<file path="config.mk">
export PLATFORM = sky130hd
export DESIGN_NAME = cmp_sort_ctrl
export DESIGN_NICKNAME = d
export VERILOG_FILES = /design/src/rtl/cmp_sort_pkg.sv /design/src/rtl/FourBitComparator.sv /design/src/rtl/cmp_sort_ctrl.sv
export SDC_FILE = /design/constraint.sdc
export NUM_CORES = 1
export LEC_CHECK = 0
export ABC_CLOCK_PERIOD_IN_PS = 4500
export CORE_ASPECT_RATIO = 1.25
export CORE_UTILIZATION = 33
export DETAILED_ROUTE_END_ITERATION = 7
export MAX_ROUTING_LAYER = met4
export PLACE_DENSITY_LB_ADDON = 0.25
export SLEW_MARGIN = 40
export SYNTH_ARGS = -nofsm -noshare
export SYNTH_HDL_FRONTEND = slang
export SYNTH_SLANG_ARGS = --single-unit
</file>
<file path="constraint.sdc">
create_clock -name clk -period 4.5 [get_ports clk]
set_input_delay 1.125 -clock clk [delete_from_list [all_inputs] [get_ports clk]]
set_output_delay 1.125 -clock clk [all_outputs]
set_load 0.01 [all_outputs]
</file>
<file path="src/rtl/cmp_sort_pkg.sv">
// Shared types and constants for the comparator-scheduled batch sorter.
package cmp_sort_pkg;

    localparam int unsigned W = 4;
    localparam logic [7:0] SWAP_MAX = 8'hFF;

    typedef enum logic [1:0] {
        LOAD  = 2'b00,
        SORT  = 2'b01,
        DRAIN = 2'b10
    } state_e;

    // Saturating increment for the swap counter.
    function automatic logic [7:0] sat_inc(input logic [7:0] v);
        return (v == SWAP_MAX) ? v : v + 8'd1;
    endfunction

endpackage

</file>
<file path="src/rtl/FourBitComparator.sv">
// Unsigned 4-bit magnitude comparator with cascade inputs used when A == B.
module FourBitComparator (
    input  logic [3:0] A,
    input  logic [3:0] B,
    input  logic       lt_in,
    input  logic       eq_in,
    input  logic       gt_in,
    output logic       lt,
    output logic       eq,
    output logic       gt
);

    always_comb begin
        lt = 1'b0;
        eq = 1'b0;
        gt = 1'b0;
        if (A > B) begin
            gt = 1'b1;
        end else if (A < B) begin
            lt = 1'b1;
        end else begin
            lt = lt_in;
            eq = eq_in;
            gt = gt_in;
        end
    end

endmodule

</file>
<file path="src/rtl/cmp_sort_ctrl.sv">
// Batch bubble sorter: loads N words, sorts them with one shared comparator
// (one compare per cycle, early exit), then streams them out.
module cmp_sort_ctrl
    import cmp_sort_pkg::*;
#(
    parameter int unsigned N       = 8,
    parameter int unsigned DESCEND = 0
) (
    input  logic         clk,
    input  logic         rst,
    input  logic         in_valid,
    output logic         in_ready,
    input  logic [W-1:0] in_data,
    output logic         out_valid,
    input  logic         out_ready,
    output logic [W-1:0] out_data,
    output logic         out_last,
    output logic         busy,
    output logic [7:0]   swap_count
);

    localparam int unsigned IW = $clog2(N);
    localparam logic [IW-1:0] LAST_IDX = IW'(N - 1);
    localparam logic [IW-1:0] PASS_MAX = IW'(N - 2);

    state_e         state_q, state_d;
    logic [IW-1:0]  wr_idx_q, wr_idx_d;
    logic [IW-1:0]  rd_idx_q, rd_idx_d;
    logic [IW-1:0]  i_q, i_d;
    logic [IW-1:0]  pass_q, pass_d;
    logic           swapped_q, swapped_d;
    logic [7:0]     swap_count_q, swap_count_d;
    logic [W-1:0]   mem_q [N];
    logic [W-1:0]   mem_d [N];

    logic           in_ready_q, in_ready_d;
    logic           out_valid_q, out_valid_d;
    logic           out_last_q, out_last_d;
    logic           busy_q, busy_d;
    logic [W-1:0]   out_data_q, out_data_d;

    logic [IW-1:0]  idx_nxt;
    logic [W-1:0]   cmp_a, cmp_b;
    logic           cmp_lt, cmp_eq, cmp_gt;
    logic           do_swap, pass_last;

    assign idx_nxt = i_q + IW'(1);
    assign cmp_a   = mem_q[i_q];
    assign cmp_b   = mem_q[idx_nxt];

    // Cascade tied to "equal" so A == B reports eq only.
    FourBitComparator u_cmp (
        .A     (cmp_a),
        .B     (cmp_b),
        .lt_in (1'b0),
        .eq_in (1'b1),
        .gt_in (1'b0),
        .lt    (cmp_lt),
        .eq    (cmp_eq),
        .gt    (cmp_gt)
    );

    // Equal pairs never swap, which keeps the sort stable.
    assign do_swap   = (state_q == SORT) && !cmp_eq && ((DESCEND != 0) ? cmp_lt : cmp_gt);
    assign pass_last = (i_q == (PASS_MAX - pass_q));

    always_comb begin
        state_d      = state_q;
        wr_idx_d     = wr_idx_q;
        rd_idx_d     = rd_idx_q;
        i_d          = i_q;
        pass_d       = pass_q;
        swapped_d    = swapped_q;
        swap_count_d = swap_count_q;
        mem_d        = mem_q;

        case (state_q)
            LOAD: begin
                if (in_valid) begin
                    mem_d[wr_idx_q] = in_data;
                    if (wr_idx_q == '0) begin
                        swap_count_d = 8'd0;
                    end
                    if (wr_idx_q == LAST_IDX) begin
                        wr_idx_d  = '0;
                        i_d       = '0;
                        pass_d    = '0;
                        swapped_d = 1'b0;
                        state_d   = SORT;
                    end else begin
                        wr_idx_d = wr_idx_q + IW'(1);
                    end
                end
            end
            SORT: begin
                if (do_swap) begin
                    mem_d[i_q]     = cmp_b;
                    mem_d[idx_nxt] = cmp_a;
                    swap_count_d   = sat_inc(swap_count_q);
                end
                if (pass_last) begin
                    if (!(swapped_q || do_swap) || (pass_q == PASS_MAX)) begin
                        rd_idx_d = '0;
                        state_d  = DRAIN;
                    end else begin
                        pass_d    = pass_q + IW'(1);
                        i_d       = '0;
                        swapped_d = 1'b0;
                    end
                end else begin
                    i_d       = idx_nxt;
                    swapped_d = swapped_q | do_swap;
                end
            end
            DRAIN: begin
                if (out_ready) begin
                    if (rd_idx_q == LAST_IDX) begin
                        rd_idx_d = '0;
                        state_d  = LOAD;
                    end else begin
                        rd_idx_d = rd_idx_q + IW'(1);
                    end
                end
            end
            default: begin
                state_d = LOAD;
            end
        endcase

        // Handshake outputs are registered from the next state.
        in_ready_d  = (state_d == LOAD);
        out_valid_d = (state_d == DRAIN);
        busy_d      = (state_d != LOAD);
        out_last_d  = (state_d == DRAIN) && (rd_idx_d == LAST_IDX);
        out_data_d  = mem_d[rd_idx_d];
    end

    always_ff @(posedge clk) begin
        if (rst) begin
            state_q      <= LOAD;
            wr_idx_q     <= '0;
            rd_idx_q     <= '0;
            i_q          <= '0;
            pass_q       <= '0;
            swapped_q    <= 1'b0;
            swap_count_q <= 8'd0;
            in_ready_q   <= 1'b1;
            out_valid_q  <= 1'b0;
            out_last_q   <= 1'b0;
            busy_q       <= 1'b0;
            out_data_q   <= '0;
        end else begin
            state_q      <= state_d;
            wr_idx_q     <= wr_idx_d;
            rd_idx_q     <= rd_idx_d;
            i_q          <= i_d;
            pass_q       <= pass_d;
            swapped_q    <= swapped_d;
            swap_count_q <= swap_count_d;
            in_ready_q   <= in_ready_d;
            out_valid_q  <= out_valid_d;
            out_last_q   <= out_last_d;
            busy_q       <= busy_d;
            out_data_q   <= out_data_d;
        end
    end

    // Register file contents are don't-care after reset.
    always_ff @(posedge clk) begin
        mem_q <= mem_d;
    end

    assign in_ready   = in_ready_q;
    assign out_valid  = out_valid_q;
    assign out_last   = out_last_q;
    assign busy       = busy_q;
    assign out_data   = out_data_q;
    assign swap_count = swap_count_q;

endmodule

</file>
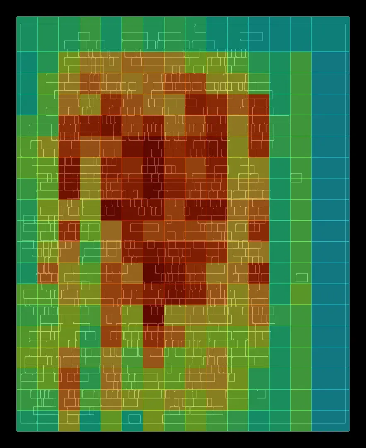
*Routing congestion map*
met2 capacity usage during global routing: 39.3%
global routing usage summed across all routing layers: 25.4%
GR Layer Usage met1: 31.4%
met3 Track Usage GR: 4.09%

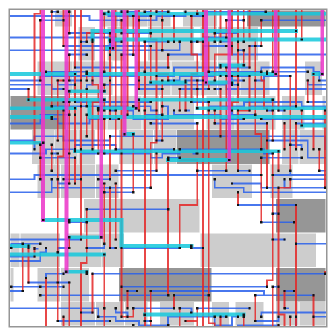
*Close-up of the layout*
Region (42, 28) to (67, 53) um. Cells in grey, sequential cells in the stronger grey; small squares are vias.
| colour | layer |
|---|---|
| red | met2 |
| magenta | met4 |
| blue | met1 |
| cyan | met3 |
cells with their middle in the window: 51
sequential cells in the window: 5
most frequent: nand2_1 (7), dfxtp_1 (5), a21oi_1 (4)
netlist names of flops here include: mem_q (3)

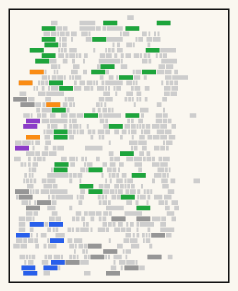
*Where the registers sit*
(2 px per um)
| colour | netlist name | placed flops |
|---|---|---|
| purple | rd_idx_q | 3 |
| green | mem_q | 32 |
| blue | swap_count | 8 |
| orange | out_data | 4 |

==> impl_table.tex <==
% Table of physical implementation metrics
\begin{tabular}{lr}
\hline
Metric & Value \\
\hline
\multicolumn{2}{l}{\textbf{Final layout}} \\
\quad Count of plain and timing-repair buffers & roughly 52 \\
\quad Antenna cells & 0 \\
\quad Most instantiated logic cells after routing & sky130\_fd\_sc\_hd\_\_dfxtp\_1, sky130\_fd\_sc\_hd\_\_nor2\_1, sky130\_fd\_sc\_hd\_\_nand2\_1, sky130\_fd\_sc\_hd\_\_a21oi\_1, sky130\_fd\_sc\_hd\_\_mux2i\_1 \\
\quad Most common library cell in the layout ignoring fill and taps & sky130\_fd\_sc\_hd\_\_dfxtp\_1 \\
\quad Final-stage net count & between 600 and 700 \\
\quad Footprint of the multi-input gates & between 3000 and 4000 um\^{}2 \\
\quad Count of inverters not on the clock network in the layout & 25 \\
\quad Flip-flop count of the largest register after layout & 32 \\
\quad Register containing the most flip-flops in the final layout & mem\_q \\
\quad ClkCell Share & under 10\% \\
\quad Fraction of area in registers & between 20\% and 30\% \\
\quad Cell area after layout & between 5000 and 6000 um\^{}2 \\
\quad Synthesis-to-layout area growth & 18.8\% \\
\quad Share of cells above drive strength 1 & between 10 and 15\% \\
\quad Final standard cell utilization of the core & 40.4\% \\
\quad Leading cell category by total area & logic gates \\
\quad Clock Buffer Count & 11 \\
\quad Fill cells & around 1400 \\
\quad Sequential cell area & approximately 1300 um\^{}2 \\
\quad Final cell count without fillers & 794 \\
\quad Flip-flops & 63 \\
\quad Data-path buffer share of cell area in the final layout & under 10\% \\
\quad Fraction of area in multi-input gates & $\sim$58\% \\
\quad Number of multi-input combinational cells & about 460 \\
\multicolumn{2}{l}{\textbf{Detailed routing}} \\
\quad Final wirelength & 17500 um \\
\quad Top layer used by detailed routing & met4 \\
\quad Met2 routed wirelength & a little over 8000 um \\
\quad Routed length per instance & between 20 and 25 um \\
\quad Detailed router's first-iteration violation count & roughly 600 \\
\quad Wire length on met3 & 1410 um \\
\quad DRT Pass-1 Iters & 6 \\
\quad Average via count per standard cell & between 6 and 7 \\
\quad Remaining routing DRC violations & 0 \\
\quad Total number of vias & approximately 5000 \\
\quad Metal-1 WL & about 7000 um \\
\quad Number of nets still failing antenna checks after routing & 0 \\
\multicolumn{2}{l}{\textbf{Clock tree}} \\
\quad TritonCTS clock tree & done \\
\quad Clock edge transition at the registers on the reported setup and hold paths & approximately 60 ps \\
\quad Number of buffers created by CTS & 9 \\
\quad Clock sink total & around 63 \\
\quad Clk ins delay skew pair & 330 ps \\
\quad Setup fix buffers added after clock tree synthesis & 0 \\
\quad Maximum buffer depth of the clock tree & 2 \\
\quad CTS H-tree depth & 3 \\
\quad Hold bufs inserted after CTS & 0 \\
\quad Root buf cell & sky130\_fd\_sc\_hd\_\_clkbuf\_16 \\
\multicolumn{2}{l}{\textbf{Placed design}} \\
\quad Placed inst area & $\sim$5300 um\^{}2 \\
\quad Placed cells & just under 800 \\
\quad Worst slack, placed & $\sim$210 ps \\
\quad Placer's final routability congestion estimate & about 1 \\
\quad HPWL reported at the end of detailed placement & 13300 um \\
\quad IO buf count & 23 \\
\multicolumn{2}{l}{\textbf{Synthesis}} \\
\quad Post-Syn Area & around 4700 um\^{}2 \\
\quad Xor/xnor cell area share of the yosys netlist & roughly 2.6\% \\
\quad Dominant register cell & sky130\_fd\_sc\_hd\_\_dfxtp\_1 \\
\quad Total cell area reported by yosys after synthesis & 4720 um\^{}2 \\
\quad Cell with the most instances after synthesis & sky130\_fd\_sc\_hd\_\_dfxtp\_1 \\
\quad Number of enable-type register cells in the synthesized netlist & 0 \\
\quad Area fraction of the dominant cell type after synthesis & a little over a quarter \\
\quad Most area-hungry cell type in the Yosys netlist & sky130\_fd\_sc\_hd\_\_dfxtp\_1 \\
\quad Aoi share & 24.7\% \\
\quad Synth async-reset ratio & 0\% \\
\quad Portion of the post-synthesis area used by sequential elements & 26.7\% \\
\quad Fa+ha+maj area frac & under 10\% \\
\quad Count of warnings emitted by yosys & 0 \\
\quad Dominant combinational cell family by area after synthesis & AND-OR/OR-AND gates \\
\quad Post-synthesis cell count & a little under 600 \\
\quad Post-synthesis area per instance & 8.04 um\^{}2 \\
\quad Syn nets & about 610 \\
\quad Post-synthesis simple-gate area fraction & 23.1\% \\
\quad Ranking of synthesized cells by area & sky130\_fd\_sc\_hd\_\_dfxtp\_1, sky130\_fd\_sc\_hd\_\_mux2i\_1, sky130\_fd\_sc\_hd\_\_nor2\_1 \\
\quad Seq cells post-synth & about 63 \\
\quad Yosys cell count & 587 \\
\quad Ranking of synthesized cells by instance count & sky130\_fd\_sc\_hd\_\_dfxtp\_1, sky130\_fd\_sc\_hd\_\_nor2\_1, sky130\_fd\_sc\_hd\_\_nand2\_1 \\
\quad Number of distinct standard cells referenced by the synthesized netlist & between 60 and 70 \\
\quad Share of cell area taken by muxes after synthesis & roughly an eighth \\
\multicolumn{2}{l}{\textbf{GRT}} \\
\quad Pin count of the biggest net entering global routing & 38 \\
\quad Most utilized layer in the global route result & met2 \\
\quad Initial antenna violation count & 0 \\
\quad Via count of the first global-routing pass & around 4700 \\
\quad GRT Residual Overflow & 0 \\
\quad Global-route wire length before repair & $\sim$27000 um \\
\multicolumn{2}{l}{\textbf{Critical path}} \\
\quad Worst path depth & 15 \\
\quad Type of element capturing the critical path & flop \\
\quad RR Startpoint & i\_q[0]\$\_SDFFE\_PP0P\_ \\
\quad Sequence of cells on the critical path & ha\_1, buf\_12, and2\_1, mux4\_2, nor3\_2, ha\_1, a21oi\_1, and2\_1, a22o\_1, buf\_4, a21oi\_1, o311ai\_0, nor2\_1, o32a\_1, o41ai\_1 \\
\quad Critical path startpoint & i\_q[0]\$\_SDFFE\_PP0P\_ \\
\quad Register-to-Register Setup Slack & 280 ps \\
\quad Library cell contributing the largest single delay on the critical path & sky130\_fd\_sc\_hd\_\_mux4\_2 \\
\quad Buffering stage count on the worst path with inverters included & 2 \\
\quad Top Family by Delay on Critical Path & AND-OR/OR-AND gates \\
\quad Worst-path maximum fanout & 26 \\
\quad Data arrival time of the critical path & $\sim$4400 ps \\
\quad Worst setup path endpoint & out\_data[0]\$\_SDFF\_PP0\_ \\
\quad Slowest stage delay, CP & roughly 470 ps \\
\quad Endpoint of the worst-slack reg-to-reg timing path & out\_data[0]\$\_SDFF\_PP0\_ \\
\quad Launching element type of the critical path & flop \\
\quad FF-to-FF path depth & 15 \\
\quad Setup CP Type & flop to flop \\
\quad Required time of the critical path & $\sim$4700 ps \\
\multicolumn{2}{l}{\textbf{Power and ir drop}} \\
\quad Int Power & 1.36 mW \\
\quad Net switching component of the power & between 600 and 700 uW \\
\quad Power in the clock group & $\sim$780 uW \\
\quad Portion of total power attributed to the clock network & approximately two fifths \\
\quad Power group with the largest share & clock \\
\quad Sequential Power Share & about 37\% \\
\quad Total Power Consumption & roughly 2.0 mW \\
\quad Power per unit of standard cell area & roughly 360 nW/um\^{}2 \\
\quad Switching Fraction & between 30\% and 40\% \\
\quad Flip-flop and latch power & between 700 and 800 uW \\
\quad Power drawn by the combinational cells & between 400 and 500 uW \\
\quad Gate power share & 23.7\% \\
\quad Leakage power total & approximately 2.2 nW \\
\multicolumn{2}{l}{\textbf{STA}} \\
\quad Count of final max-slew check failures & 0 \\
\quad Final hold viol count & 0 \\
\quad Worst slew margin relative to its limit & 44.9\% \\
\quad Unrepaired setup endpoints after global routing & no \\
\quad Setup ws final & about 280 ps \\
\quad Minimum period implied by the final worst setup slack & approximately 4200 ps \\
\quad Setup Total Neg Slack & 0 ps \\
\quad \# setup viols final & 0 \\
\quad Post-Route Hold Slack & about 510 ps \\
\quad Final clock period utilization by the worst path & between 90\% and 100\% \\
\quad Transition at the pin with the smallest max-transition slack & just over 800 ps \\
\quad Setup clock skew after layout & 7.72 ps \\
\multicolumn{2}{l}{\textbf{Die}} \\
\quad Total die size & around 15000 um\^{}2 \\
\quad Horizontal extent of the die & between 100 and 150 um \\
\quad Number of rows created at floorplan & roughly 48 \\
\quad Ports placed on the boundary & 24 \\
\quad Floorplan-stage core utilization & 34.0\% \\
\quad Tapcell Cnt & between 150 and 200 \\
\quad Height of the chip & 136 um \\
\quad Standard cell core area & $\sim$14000 um\^{}2 \\
\multicolumn{2}{l}{\textbf{Worst hold path}} \\
\quad Class of the tightest hold or removal check & flop to flop \\
\quad Min-delay src & swap\_count[1]\$\_SDFFE\_PP0P\_ \\
\quad Hold endpoint & swap\_count[1]\$\_SDFFE\_PP0P\_ \\
\quad Hold Crit Depth & 2 \\
\multicolumn{2}{l}{\textbf{Flow run}} \\
\quad Number of warnings the tools reported & 32 \\
\quad Maximum capacitance violations & 0 \\
\multicolumn{2}{l}{\textbf{Run status}} \\
\quad Status & complete, no violations \\
\hline
\end{tabular}
Power is estimated from default activity; no workload was simulated.
